File: config.mk
export PLATFORM = sky130hd
export DESIGN_NAME = serial_add_ctrl
export DESIGN_NICKNAME = d
export VERILOG_FILES = /design/src/rtl/serial_add_pkg.sv /design/src/rtl/serial_add_ctrl_fa1_cell.sv /design/src/rtl/serial_add_ctrl.sv
export SDC_FILE = /design/constraint.sdc
export NUM_CORES = 1
export LEC_CHECK = 0
export ABC_AREA = 1
export CAP_MARGIN = 25
export CORE_MARGIN = 2
export CORE_UTILIZATION = 35
export DETAILED_ROUTE_END_ITERATION = 8
export PLACE_DENSITY = 0.54
export SYNTH_ARGS = -nofsm -noshare
export SYNTH_HDL_FRONTEND = slang
export SYNTH_SLANG_ARGS = --single-unit
File: constraint.sdc
create_clock -name clk -period 3.6 [get_ports clk]
set_clock_uncertainty 0.2 [all_clocks]
set_input_delay 0.72 -clock clk [delete_from_list [all_inputs] [get_ports clk]]
set_output_delay 0.72 -clock clk [all_outputs]
set_load 0.02 [all_outputs]
File: src/rtl/serial_add_pkg.sv
// Shared types and sizing helpers for the bit-serial adder sequencer.
package serial_add_pkg;

    typedef enum logic [1:0] {
        S_IDLE,
        S_RUN,
        S_DONE
    } sa_state_t;

    // Default operand width and the matching bit-counter width
    localparam int SA_WIDTH = 8;
    localparam int CNT_W    = $clog2(SA_WIDTH);

    // Counter width for an arbitrary operand width (needs to reach width-1)
    function automatic int cnt_width(input int width);
        return (width < 2) ? 1 : $clog2(width);
    endfunction

endpackage

File: src/rtl/serial_add_ctrl_fa1_cell.sv
// Single 1-bit full-adder cell; the only arithmetic resource of the serial adder.
module fa1_cell (
    input  logic a,
    input  logic b,
    input  logic ci,
    output logic s,
    output logic co
);

    // Sum is the parity of the inputs, carry is their majority
    always_comb begin
        s  = a ^ b ^ ci;
        co = (a & b) | (a & ci) | (b & ci);
    end

endmodule

File: src/rtl/serial_add_ctrl.sv
// Bit-serial adder sequencer: one operand bit per clock through a shared fa1_cell.
// Optional macro SERIAL_ADD_SUB_EN adds a 'sub' input that turns the op into a-b.
module serial_add_ctrl
    import serial_add_pkg::*;
#(
    parameter int WIDTH = SA_WIDTH
) (
    input  logic             clk,
    input  logic             rst,
    input  logic             start,
    input  logic [WIDTH-1:0] a,
    input  logic [WIDTH-1:0] b,
    input  logic             cin,
`ifdef SERIAL_ADD_SUB_EN
    input  logic             sub,
`endif
    output logic             busy,
    output logic             done,
    output logic [WIDTH-1:0] sum,
    output logic             cout
);

    localparam int CW = cnt_width(WIDTH);
    localparam logic [CW-1:0] CNT_LAST = CW'(WIDTH - 1);

    sa_state_t        state;
    sa_state_t        state_next;
    logic [WIDTH-1:0] a_sr;
    logic [WIDTH-1:0] b_sr;
    logic [WIDTH-1:0] result_sr;
    logic [WIDTH-1:0] result_next;
    logic             carry;
    logic [CW-1:0]    cnt;
    logic             cell_s;
    logic             cell_co;
    logic             accept;
    logic             last_bit;
    logic [WIDTH-1:0] b_load;
    logic             carry_load;

    fa1_cell u_fa1 (
        .a  (a_sr[0]),
        .b  (b_sr[0]),
        .ci (carry),
        .s  (cell_s),
        .co (cell_co)
    );

    // Operand conditioning at load time: subtraction is a + ~b + 1
    always_comb begin
        b_load     = b;
        carry_load = cin;
`ifdef SERIAL_ADD_SUB_EN
        if (sub) begin
            b_load     = ~b;
            carry_load = 1'b1;
        end
`endif
    end

    // Handshake decode and the result word as it will look after this cycle's shift
    always_comb begin
        accept      = start && (state != S_RUN);
        last_bit    = (state == S_RUN) && (cnt == CNT_LAST);
        result_next = {cell_s, result_sr[WIDTH-1:1]};
    end

    // State register
    always_ff @(posedge clk) begin
        if (rst) begin
            state <= S_IDLE;
        end else begin
            state <= state_next;
        end
    end

    // Next-state logic and handshake outputs
    always_comb begin
        state_next = state;
        busy       = 1'b0;
        done       = 1'b0;
        case (state)
            S_IDLE: begin
                if (start) begin
                    state_next = S_RUN;
                end
            end
            S_RUN: begin
                busy = 1'b1;
                if (cnt == CNT_LAST) begin
                    state_next = S_DONE;
                end
            end
            S_DONE: begin
                done = 1'b1;
                if (start) begin
                    state_next = S_RUN;
                end else begin
                    state_next = S_IDLE;
                end
            end
            default: begin
                state_next = S_IDLE;
            end
        endcase
    end

    // Datapath: load on an accepted start, shift one bit per RUN cycle, publish on the last bit
    always_ff @(posedge clk) begin
        if (rst) begin
            a_sr      <= '0;
            b_sr      <= '0;
            result_sr <= '0;
            carry     <= 1'b0;
            cnt       <= '0;
            sum       <= '0;
            cout      <= 1'b0;
        end else if (accept) begin
            a_sr      <= a;
            b_sr      <= b_load;
            result_sr <= '0;
            carry     <= carry_load;
            cnt       <= '0;
        end else if (state == S_RUN) begin
            a_sr      <= a_sr >> 1;
            b_sr      <= b_sr >> 1;
            result_sr <= result_next;
            carry     <= cell_co;
            cnt       <= cnt + 1'b1;
            if (last_bit) begin
                sum  <= result_next;
                cout <= cell_co;
            end
        end
    end

endmodule

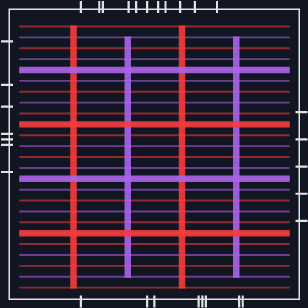
*Floorplan with the power grid, run 1*
(4 px per um) Pins as bars on the die edge.
net	colour
VDD	purple
VSS	red
met1 rails	25
signal pins	31
Die X: 72.1 um
peak supply drop: 278 uV
die extent in y: 72.1 um

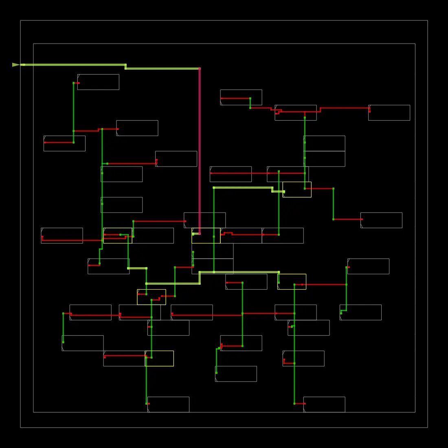
*Clock wiring as the flow saved it, run 1*
clock sink count: 38
count of clock-net buffers in the final layout: 6
clock buffer count from CTS: 5

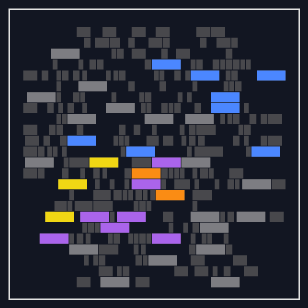
*Sequential cells coloured by netlist name, run 1*
(4 px per um) Other sequential cells in the stronger grey, the rest of the logic in the fainter grey.
netlist name	colour	sequential cells
cnt	yellow	3
result_sr	purple	7
b_sr	blue	8
state	orange	2
not coloured	18
Seq. pwr: 0.000443 W
register area: 761 um2
Finished Core Util: 45.7%
share of cell area taken by flip-flops and latches: 37.7%

==> commit_impl_results.txt, run 1 <==
Add synthesis and place-and-route results

* Status: complete, no violations
* Biggest area contributors in the synthesized netlist: sky130_fd_sc_hd__dfxtp_1 47%, sky130_fd_sc_hd__nand3_1 17%, sky130_fd_sc_hd__nand2_1 16%
- The most used flip-flop cell after synthesis is sky130_fd_sc_hd__dfxtp_1.
- In this run switching power makes up 24.3% of total power.
- The share of the core area taken by cells at floorplan is a little under two fifths.
- Flops & latches, synth: 38
- Crit-path leading delay family: buffers and inverters
- Worst path depth: 3
* Largest power group: registers
- Summed over all cells, the static leakage comes to 0.920 nW.
* Clock Tree Root: sky130_fd_sc_hd__clkbuf_8
- Number of non-clock buffers in the layout: 33
* Max Freq: ~0.42 GHz
- Largest fanout on the critical path: 4
- Fraction of cell area in non-clock buffers: 16.0%
- The first global-routing pass estimated ~5900 um of wire.
- Gate Area: 704 um2
- Once layout is done, the placed cells without fillers occupy 2020 um2.
* Post-CTS setup buffers: 0
- Worst hold path cell count: 2
- RSZ-0062 raised after global routing: false
* Inverters: 22
-- run 1: stage by stage --
step           instances  hold slack (ps)  worst slack (ps)  power, W  util [%]
3_3_place_gp         295              254              1020  0.000553      43.8
2_1_floorplan        221              233              1910  0.000520         -
5_1_grt              301              289              1150  0.000869      45.7
3_5_place_dp         295              252              1040  0.000552      43.8
6_report             301              260              1210  0.000826      45.7
4_1_cts              301              263              1190  0.000836      45.7
-- run 1: cells by family (layout without fill, tap and decap cells) --
family | Yosys count | in the layout | synth area share (%)
and+or+nand+nor | 132 | 132 | 35.5
DFF | 38 | 38 | 46.8
buffers and inverters | 33 | 61 | 9.78
AOI/OAI and AO/OA | 14 | 14 | 4.55
adders and majority gates | 3 | 3 | 2.77
xor gates and xnor gates | 1 | 1 | 0.539
==> run 2: changes to the inputs <==
==> constraint.sdc (replaced) <==
create_clock -name clk -period 2.5 [get_ports clk]
set_clock_uncertainty 0.2 [all_clocks]
set_input_delay 0.5 -clock clk [delete_from_list [all_inputs] [get_ports clk]]
set_output_delay 0.5 -clock clk [all_outputs]
set_load 0.02 [all_outputs]
==> commit_impl_results.txt, run 2 <==
Add synthesis and place-and-route results

* Peak supply drop: 267 uV
- The run finished with clean final reports.
- In this build the clock could be raised as far as 0.452 GHz.
- The first global-routing pass estimated 6120 um of wire.
- Dominant Register Cell: sky130_fd_sc_hd__dfxtp_1
- In this design, the largest share of critical-path delay is due to buffers and inverters.
- In this run the number of cells on the critical path is 3.
* Pre-placement core utilization: around 37%
* Number of non-clock buffers in the layout: 36
* Register area: between 700 and 800 um2
- The post-synth register bit count is 38.
- Finished Core Util: roughly 48%
- Per the layout area report, the combinational gate area comes to 704 um2.
- Post-CTS setup buffers: 0
* Leakage dissipation: 0.962 nW
- The critical path maximum fanout is 2.
* Share of cell area taken by flip-flops and latches: 36.2%
- The cell sitting at the root of the clock tree is a sky130_fd_sc_hd__clkbuf_8.
- Clock buffer count from CTS: 5
- In this run the horizontal extent of the chip is 72.1 um.
- Seq. pwr: 0.000638 W
* Die extent in y: approximately 70 um
* Net Sw Frac: 21.9%
- For reference, the top cells by area after synthesis are sky130_fd_sc_hd__dfxtp_1 47%, sky130_fd_sc_hd__nand3_1 17%, sky130_fd_sc_hd__nand2_1 16%.
- Fraction of cell area in non-clock buffers: 16.4%
* Inverters: 22
- Clock sink count: 38
-- run 2: kinds of logic after synthesis --
| logic type | Yosys count | synth area share (%) |
|---|---|---|
| xor gates and xnor gates | 1 | 0.539 |
| AOI/OAI and AO/OA | 14 | 4.55 |
| buffers and inverters | 33 | 9.78 |
| DFF | 38 | 46.8 |
| adders and majority gates | 3 | 2.77 |
| and+or+nand+nor | 132 | 35.5 |
-- run 2: stage by stage --
| stage | setup WS (ps) | instances | hold slack [ps] | cell area [um2] |
|---|---|---|---|---|
| 2_1_floorplan | 1030 | 221 | 233 | 1620 |
| 3_3_place_gp | 445 | 298 | 251 | 1960 |
| 3_5_place_dp | 415 | 298 | 256 | 1960 |
| 4_1_cts | 276 | 306 | 267 | 2100 |
| 5_1_grt | 222 | 306 | 284 | 2100 |
| 6_report | 288 | 306 | 258 | 2100 |
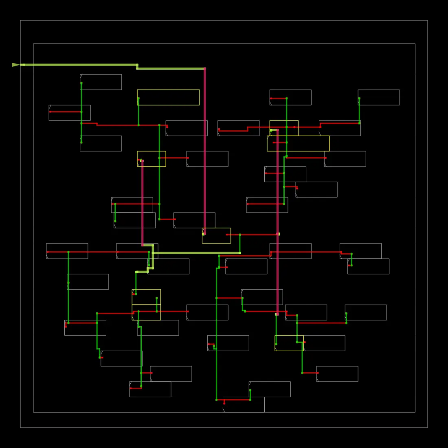
*Clock wiring as the flow saved it, run 2*
clk ins delay skew pair: 300 ps
flip-flops: 38

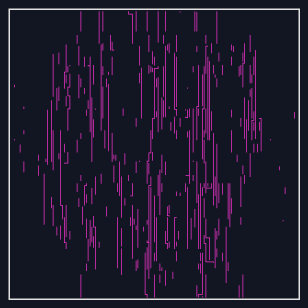
*Met2 routing, run 2*
(4 px per um)
share of all routed wire	42%
wire length on this layer	1470 um
main direction	vertical
longest straight run	23.3 um

==> run 3: changes to the inputs <==
--- a/config.mk
+++ b/config.mk
@@ -9,6 +9,7 @@
 export CAP_MARGIN = 25
 export CORE_MARGIN = 2
 export CORE_UTILIZATION = 35
+export CTS_BUF_LIST = sky130_fd_sc_hd__clkbuf_4 sky130_fd_sc_hd__clkbuf_8
 export DETAILED_ROUTE_END_ITERATION = 8
 export PLACE_DENSITY = 0.54
 export SYNTH_ARGS = -nofsm -noshare
==> commit_impl_results.txt, run 3 <==
Add synthesis and place-and-route results

- Seq. pwr: approximately 0.00064 W
- Max-slew check failures listed in the final report amount to 0.
- The count of cells in the finished layout, fillers not included, comes to roughly 310.
- After its last routability iteration, the placer logged a weighted congestion of a little over 0.7.
- Clock sink count: 38
- Die extent in y: 72.1 um
- In the hold timing report, the worst path depth is 2.
- Max Freq: 0.452 GHz
* Global-route wire length before repair: 6120 um
* Post-CTS setup buffers: 0
* Total power: roughly 0.0014 W
* Peak supply drop: 267 uV
- Flops & latches, synth: 38
- Net Sw Frac: around 22%
- From left edge to right edge, the die measures 72.1 um.
- PnR worst setup slack: 288 ps
* RSZ-0062 raised after global routing: false
- Largest power group: the clock network
* Finished Core Util: between 40% and 50%
- Power share of the sequential group: roughly 45%
- Summing all placed instances gives a cell area of 1960 um2.
- Status: complete, no violations
* Dpl cells: 298
- Measured against its own limit, the worst slew margin works out to 68.3%.
- Pre-placement core utilization: ~37%
- Worst Hold Margin: approximately 260 ps
* Biggest area contributors in the synthesized netlist: sky130_fd_sc_hd__dfxtp_1 47%, sky130_fd_sc_hd__nand3_1 17%, sky130_fd_sc_hd__nand2_1 16%
* Post-route cell area: 2100 um2
- Summed over all cells, the static leakage comes to between 0.9 and 1 nW.
- Largest fanout on the critical path: 2
* Dominant Register Cell: sky130_fd_sc_hd__dfxtp_1
- Worst slack at placement: 415 ps
- The tree is rooted in a sky130_fd_sc_hd__clkbuf_8.
==> run 3: logic make-up after synthesis <==
logic type | after synthesis | share of synthesized area [%]
AOI/OAI and AO/OA | 14 | 4.55
xor gates and xnor gates | 1 | 0.539
adders and majority gates | 3 | 2.77
buffers and inverters | 33 | 9.78
DFF | 38 | 46.8
and+or+nand+nor | 132 | 35.5
==> run 3: area by class of cell <==
class	instances	share of cell area, %
repair buffers	36	16.4
clock buffers	6	3.93
well taps	52	3.10
clock inverters	2	2.86
flip-flops and latches	38	36.2
inverters	22	3.93
multi-input cells	150	33.5
==> run 3: worst max-delay path: stages, from the launching register on <==
cell	delay [ps]
sky130_fd_sc_hd__dfxtp_1	370
sky130_fd_sc_hd__inv_1	80
sky130_fd_sc_hd__nor2_1	150
sky130_fd_sc_hd__clkdlybuf4s50_1	630
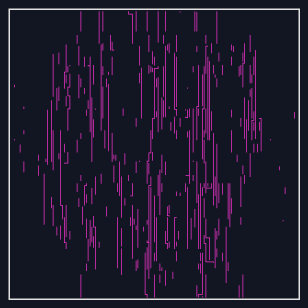
*Met2 routing, run 3*
(4 px per um)
wirelength, routed: 3470 um
routing usage on met2: 21.6%

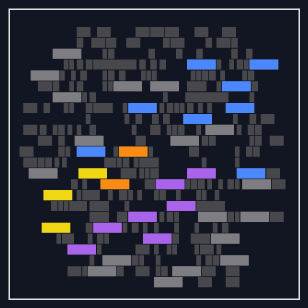
*Sequential cells coloured by netlist name, run 3*
(4 px per um) Other sequential cells in the stronger grey, the rest of the logic in the fainter grey.
netlist name	colour	sequential cells
result_sr	purple	7
b_sr	blue	8
cnt	yellow	3
state	orange	2
not coloured	18

No activity file was given, so power comes from the tool's default toggle rates.
